--- src/rtl/bumpy_game_pkg.sv ---
// rtl/bumpy_game_pkg.sv - shared types and widths for the bumpy game-state logic
package bumpy_game_pkg;

    localparam int LIVES_W     = 3;
    localparam int FRAME_CNT_W = 8;

    typedef enum logic [1:0] {
        PLAYING   = 2'd0,
        INVULN    = 2'd1,
        GAME_OVER = 2'd2
    } hit_state_t;

endpackage

--- src/rtl/frame_contact_latch.sv ---
// rtl/frame_contact_latch.sv - accumulates two contact inputs over a frame and latches them at frame start
//
// Ports:
//   clk, reset        clock, asynchronous active-high reset
//   start_of_frame    one-clock pulse closing the current frame
//   coll_a, coll_b    per-pixel contact inputs (b is a sub-class of contact)
//   contact_any       any a/b contact seen in the previous frame
//   contact_b         b contact seen in the previous frame
module frame_contact_latch (
    input  logic clk,
    input  logic reset,
    input  logic start_of_frame,
    input  logic coll_a,
    input  logic coll_b,
    output logic contact_any,
    output logic contact_b
);

    logic acc_a;
    logic acc_b;

    always_ff @(posedge clk or posedge reset) begin
        if (reset) begin
            acc_a       <= 1'b0;
            acc_b       <= 1'b0;
            contact_any <= 1'b0;
            contact_b   <= 1'b0;
        end else if (start_of_frame) begin
            // Contact in the frame-start cycle still belongs to the frame being closed.
            contact_any <= acc_a | acc_b | coll_a | coll_b;
            contact_b   <= acc_b | coll_b;
            acc_a       <= 1'b0;
            acc_b       <= 1'b0;
        end else begin
            acc_a <= acc_a | coll_a;
            acc_b <= acc_b | coll_b;
        end
    end

endmodule

--- src/rtl/bumpy_hit_manager.sv ---
// rtl/bumpy_hit_manager.sv - lives, invulnerability/blink and game-over state driven by frame hit pulses
//
// Ports:
//   clk, reset                      clock, asynchronous active-high reset
//   startOfFrame                    one-clock frame-start pulse
//   SingleHitPulse                  one-clock hit pulse (at most one per frame)
//   collision_bumpy_platform        bumpy/platform overlap
//   collision_bumpy_transplatform   bumpy/transparent-platform overlap
//   restart                         one-clock restart request
//   lives                           remaining lives
//   invulnerable                    high while invulnerable after a hit
//   bumpy_visible                   sprite draw enable, blinks while invulnerable
//   game_over                       high once all lives are gone
//   hit_taken                       one-clock pulse per accepted hit
//   on_platform, on_transplatform   contact seen during the previous frame
module bumpy_hit_manager
    import bumpy_game_pkg::*;
#(
    parameter int INIT_LIVES    = 3,
    parameter int INVULN_FRAMES = 60,
    parameter int BLINK_FRAMES  = 4
) (
    input  logic               clk,
    input  logic               reset,
    input  logic               startOfFrame,
    input  logic               SingleHitPulse,
    input  logic               collision_bumpy_platform,
    input  logic               collision_bumpy_transplatform,
    input  logic               restart,
    output logic [LIVES_W-1:0] lives,
    output logic               invulnerable,
    output logic               bumpy_visible,
    output logic               game_over,
    output logic               hit_taken,
    output logic               on_platform,
    output logic               on_transplatform
);

    localparam logic [LIVES_W-1:0]     INIT_L  = LIVES_W'(INIT_LIVES);
    localparam logic [FRAME_CNT_W-1:0] INV_LD  = FRAME_CNT_W'(INVULN_FRAMES);
    localparam logic [FRAME_CNT_W-1:0] BLK_LD  = FRAME_CNT_W'(BLINK_FRAMES);
    localparam logic [FRAME_CNT_W-1:0] CNT_ONE = FRAME_CNT_W'(1);

    hit_state_t             state;
    logic [FRAME_CNT_W-1:0] inv_cnt;
    logic [FRAME_CNT_W-1:0] blink_cnt;

    always_ff @(posedge clk or posedge reset) begin
        if (reset) begin
            state         <= PLAYING;
            lives         <= INIT_L;
            inv_cnt       <= '0;
            blink_cnt     <= '0;
            invulnerable  <= 1'b0;
            bumpy_visible <= 1'b1;
            game_over     <= 1'b0;
            hit_taken     <= 1'b0;
        end else begin
            hit_taken <= 1'b0;
            if (restart) begin
                // Restart wins over any hit arriving in the same cycle.
                state         <= PLAYING;
                lives         <= INIT_L;
                inv_cnt       <= '0;
                blink_cnt     <= '0;
                invulnerable  <= 1'b0;
                bumpy_visible <= 1'b1;
                game_over     <= 1'b0;
            end else begin
                case (state)
                    PLAYING: begin
                        if (SingleHitPulse && lives != '0) begin
                            hit_taken <= 1'b1;
                            if (lives == LIVES_W'(1)) begin
                                lives         <= '0;
                                state         <= GAME_OVER;
                                game_over     <= 1'b1;
                                bumpy_visible <= 1'b1;
                            end else begin
                                // Fresh counters are not decremented even if this is a frame-start cycle.
                                lives         <= lives - LIVES_W'(1);
                                state         <= INVULN;
                                invulnerable  <= 1'b1;
                                inv_cnt       <= INV_LD;
                                blink_cnt     <= BLK_LD;
                                bumpy_visible <= 1'b0;
                            end
                        end
                    end
                    INVULN: begin
                        if (startOfFrame) begin
                            if (inv_cnt == CNT_ONE) begin
                                state         <= PLAYING;
                                invulnerable  <= 1'b0;
                                bumpy_visible <= 1'b1;
                                inv_cnt       <= '0;
                                blink_cnt     <= '0;
                            end else begin
                                inv_cnt <= inv_cnt - CNT_ONE;
                                if (blink_cnt == CNT_ONE) begin
                                    blink_cnt     <= BLK_LD;
                                    bumpy_visible <= ~bumpy_visible;
                                end else begin
                                    blink_cnt <= blink_cnt - CNT_ONE;
                                end
                            end
                        end
                    end
                    GAME_OVER: begin
                        lives         <= '0;
                        game_over     <= 1'b1;
                        bumpy_visible <= 1'b1;
                        invulnerable  <= 1'b0;
                    end
                    default: begin
                        state <= PLAYING;
                    end
                endcase
            end
        end
    end

    frame_contact_latch u_contact (
        .clk            (clk),
        .reset          (reset),
        .start_of_frame (startOfFrame),
        .coll_a         (collision_bumpy_platform),
        .coll_b         (collision_bumpy_transplatform),
        .contact_any    (on_platform),
        .contact_b      (on_transplatform)
    );

endmodule

--- config.mk ---
export PLATFORM = sky130hd
export DESIGN_NAME = bumpy_hit_manager
export DESIGN_NICKNAME = d
export VERILOG_FILES = /design/src/rtl/bumpy_game_pkg.sv /design/src/rtl/frame_contact_latch.sv /design/src/rtl/bumpy_hit_manager.sv
export SDC_FILE = /design/constraint.sdc
export NUM_CORES = 1
export LEC_CHECK = 0
export CAP_MARGIN = 30
export CORE_MARGIN = 3
export CORE_UTILIZATION = 56
export DETAILED_ROUTE_END_ITERATION = 12
export MAX_ROUTING_LAYER = met4
export PLACE_DENSITY_LB_ADDON = 0.05
export SETUP_SLACK_MARGIN = 0.02
export SYNTH_ARGS = -nofsm -noshare
export SYNTH_HDL_FRONTEND = slang
export SYNTH_HIERARCHICAL = 1
export SYNTH_SLANG_ARGS = --single-unit
--- constraint.sdc ---
create_clock -name clk -period 2.3 [get_ports clk]
set_input_delay 0.46 -clock clk [delete_from_list [all_inputs] [get_ports clk]]
set_output_delay 0.46 -clock clk [all_outputs]
set_load 0.005 [all_outputs]
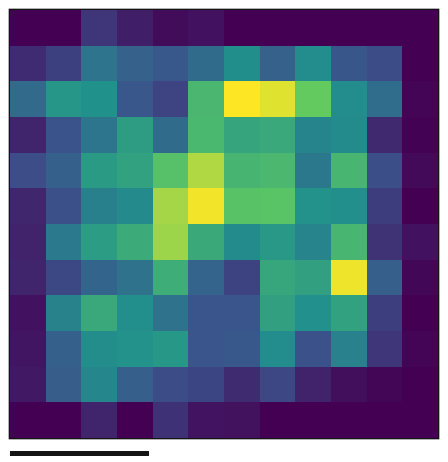
*Wiring heat map*
Scale bar: 20 um. The die is cut into 12 by 12 equal tiles; dark purple is low, yellow is high, scaled to the fullest tile. Values are wire area over tile area, all layers added.
26% of the tiles are over half the peak. The fullest tile reaches 0.50. 17% of the tiles are nearly empty. The mean over all tiles is 0.16. The emptiest ninth of the die: south-east.

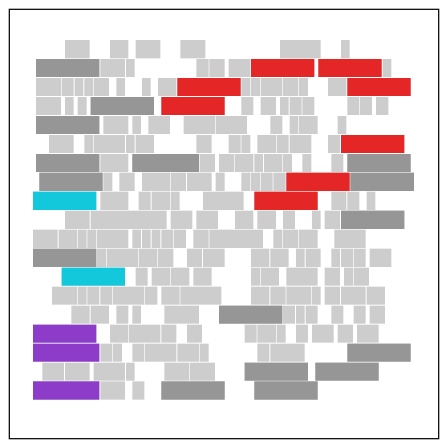
*Sequential cells colored by netlist name*
Other sequential cells in the stronger gray, the rest of the logic in the fainter gray.
Cyan shows state, flops 2. Purple shows lives, flops 3. Red shows inv_cnt, flops 8.

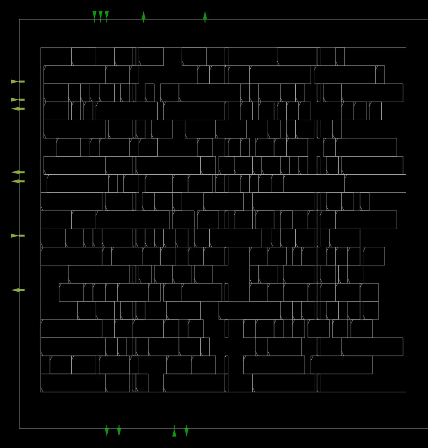
*Placement view*
number of tap cells inserted: 31
flip-flop and latch share of the layout cell area: 35.23%
Seq cells: 29
area of the core region: 2829 sq um
number of standard cells in the final layout excluding fillers: 247

==> results.yml <==
# flow metrics
worst_setup_path:
  cpPeakStageDelay_ns: 0.54
  reg2regPathDepth: 8
  critPathArrivalTime_ns: 2.44
  crit_path_start: "lives[1]"
  critical_path.most_common_cell: "ha_1"
  regToRegStartpoint: "lives[1]"
  critical_path.endpoint_type: "flip-flop"
  slowest_stage: "dfstp_2"
  reg2reg_slack_ns: 0.11
  crit_buf_inv: 1
  critical_path_required_ns: 2.55
  timing.setup.critical_path_class: "flip-flop to flip-flop"
  type_of_origin_of_the_critical_path: "flip-flop"
  chain_of_cells_forming_the_critical_path: "inv_1, ha_1, ha_1, nand2b_4, o21ai_4, a31oi_4, or4_1, o211ai_1"
  cp-endpoint: "inv_cnt[7]"
  crit_fanout: 9
  critical_path_depth: 8
  timing.critical_path.max_delay_family: "simple AND/OR/NAND/NOR gates"
  r2r-end: "inv_cnt[7]"
clocking:
  cts_hold_buf: 0
  cts-root-to-sink-buffers: 2
  ctsHtreeMaxLevel: 2
  insertion_delay_ns: 0.34
  post-cts-setup-buffer-count: 0
  clk_root_buffer_cell: "clkbuf_4"
  clock_sink_count: 29
  clk_slew_on_worst_s_h_paths_ns: 0.09
  cts_buffers: 5
  tritoncts: "done"
pwr:
  internal_power_component_w: 0.001524
  power_per_cell_area_nw_per_um2: 1220
  p_comb_share_pct: 48.0
  power.net_switching_w: 0.001002
  seq_power_share_pct: 34.7
  ir_worst_vdd_v: 0.0007077
  static-leakage-power_nw: 0.9078
  switching_share_of_power_pct: 39.66
  p_clk_share_pct: 17.3
die:
  chip_area_sq_um: 3766
  fp_util_pct: 60.68
  chipHeight_um: 61.37
  die.size.x_um: 61.37
  row_count: 19
  floorplan.io_pins: 16
drt:
  drtAntennaViolNets: 0
  firstDrtPassIters: 4
  route.detailed.vias_per_inst: 5.960
  drt_first_iter_violations: 109
  route.detailed.wl_per_inst_um: 15.67
  drc: 0
  vias_after_detailed_routing: 1472
  drt_wl_total_um: 3870
synth:
  post-synth-top-area-fraction_pct: 37.90
  synth.yosys.seq_area_share_pct: 42.49
  cell_variety_after_synth: 48
  synth_area_per_cell_sq_um: 9.180
  synth_flop_count: 29
  top_area_cell: "dfrtp_1"
  area_leaders: "dfrtp_1 38%, ha_1 7.3%, dfstp_2 4.6%, nor2_1 4.4%, a21oi_1 3.8%"
  syn_nets: 204
  yosys-stat-area_sq_um: 1717
  fraction_of_registers_with_async_set_reset_pct: 100.0
  syn_area_sq_um: 1717
  ys.flop_type: "dfrtp_1"
  synth.top_cells.by_count: "26 x dfrtp_1, 20 x nor2_1, 15 x inv_1, 13 x a21oi_1, 12 x nand2_1"
  most_common_cell: "dfrtp_1"
  post_synth_inst_count: 187
  yosys_warnings: 6
  synth.yosys.num_cells: 187
  synth-edff-count: 0
global_route:
  first_global_vias: 1544
  global_route_wire_length_before_repair_um: 6748
  antenna_found_initial: 0
  grt_max_degree: 26
  grt_overflow_total: 0
  total_routing_resource_utilization_after_global_routing_pct: 25.63
timing:
  totalNegativeSetupSlack_ns: 0
  slew_viol_final: 0
  final_critical_path_setup_slack_ns: 0.1130
  rsz0062_at_grt: "yes"
  crit_share_post_route_pct: 95.09
  fin_skew_ns: 0.01428
  setup_violations: 0
  finalWorstPathRequiredPeriod_ns: 2.187
  whs_ns: 0.3412
  relSlewSlack_pct: 74.55
  worstMarginPinSlew_ns: 0.3811
  report.final.hold_viol_count: 0
  achievable-frequency_mhz: 457.3
finish:
  multi_input_comb_area_sq_um: 928.4
  seq_area_sq_um: 729.5
  drive_above_1_share_pct: 14.35
  final.fill_count: 221
  insertedDiodeCount: 0
  areaGrowthSynthToFinish_pct: 20.63
  num-nets-final: 232
flow_run:
  warning_count: 32
  cap_viol_max_count: 0
run_status:
  outcome: "completed"
placed_design:
  routabilityCongestion: 0.9540
  port-buffer-count: 15
  dp_hpwl_um: 2842
  place_ws_ns: 0.006906
hold_path:
  worstHoldPathType: "input pin to async pin"
-- layout make-up --
type                       count  share of cell area, %
inverter                      15                  2.719
tap                           31                  1.873
clock buffer                   7                  2.659
sequential                    29                  35.23
clock inverter                 1                  1.450
multi-input combinational    138                  44.83
timing repair buffer          26                  11.24
-- kinds of logic (layout without fill, tap and decap cells) --
kind of cell / Yosys count / in the layout / synth area share (%)
adders and majority gates: 10 / 10 / 7.289
and+or+nand+nor: 77 / 77 / 24.49
AOI/OAI and AO/OA: 48 / 48 / 19.02
buffers and inverters: 20 / 49 / 4.738
DFF: 29 / 29 / 42.49
muxes: 3 / 3 / 1.968
-- state kept, by name (all words and copies together) (netlist names) --
register and count:
u_contact/acc_b 1, u_contact/contact_b 1, inv_cnt 8, u_contact/acc_a 1, hit_taken 1, blink_cnt 8, invulnerable 1, lives 3
u_contact/contact_any 1, state 2, bumpy_visible 1, game_over 1
-- worst min-delay path by stage --
stage,end,startpoint,slack [ns],cells past startpoint
2_1_floorplan,u_contact/acc_a,reset,0.23,1
3_3_place_gp,u_contact/acc_a,u_contact/acc_a,0.47,2
3_5_place_dp,u_contact/acc_a,u_contact/acc_a,0.49,2
4_1_cts,u_contact/contact_b,reset,0.32,2
5_1_grt,u_contact/contact_b,reset,0.30,2
6_report,u_contact/acc_a,reset,0.34,2
-- per-layer routing --
layer,wire length [um],part of all wire (%),track usage [%],vias to the layer above
met5,0,0,-,-
met4,67,1.7,10.61,0
met3,138,3.6,7.966,6
met2,1983,51,41.54,34
met1,1681,43,29.40,703
li1,-,-,-,729
-- cell usage in the layout, fill, tap and decap left out, types with 2 or more instances in the layout --
| cell type | instances |
|---|---|
| o21ai_1 | 5 |
| nor4_1 | 2 |
| nand3_1 | 4 |
| a22o_1 | 3 |
| buf_4 | 11 |
| nor3b_1 | 2 |
| clkbuf_4 | 5 |
| nor2b_1 | 6 |
| nand2b_1 | 3 |
| inv_1 | 15 |
| nor2_1 | 20 |
| and3_1 | 3 |
| o22a_1 | 3 |
| clkdlybuf4s50_1 | 15 |
| ha_1 | 10 |
| a31oi_1 | 3 |
| or3_1 | 2 |
| or4_1 | 2 |
| o31ai_1 | 2 |
| nand2_1 | 12 |
| a21oi_1 | 13 |
| mux2_1 | 3 |
| dfrtp_1 | 26 |
| or2_1 | 3 |
| nor3_1 | 10 |
| dfstp_2 | 3 |
| o21ai_0 | 5 |
-- through the flow --
stage               util [%]  cells  power [W]  cell area (sq um)
global route           73.20    247   0.002753               2071
CTS                    72.62    247   0.002515               2054
global placement       69.39    239   0.001994               1963
detailed placement     69.39    239   0.002041               1963
floorplan                  -    187   0.001659               1717
finish                 73.20    247   0.002526               2071
-- power by group through the flow --
stage	registers [W]	clock network (W)	logic [W]
6_report	0.000876	0.000438	0.00121
5_1_grt	0.000903	0.000479	0.00137
4_1_cts	0.000874	0.000453	0.00119
3_5_place_dp	0.000878	0	0.00116
3_3_place_gp	0.000865	0	0.00113
2_1_floorplan	0.000845	0	0.000814
-- timing repair --
item	4_1_cts	5_1_grt
pin swaps	0	0
resized	1	3
setup endpoints to repair	3	6
Power is estimated from default activity; no workload was simulated.
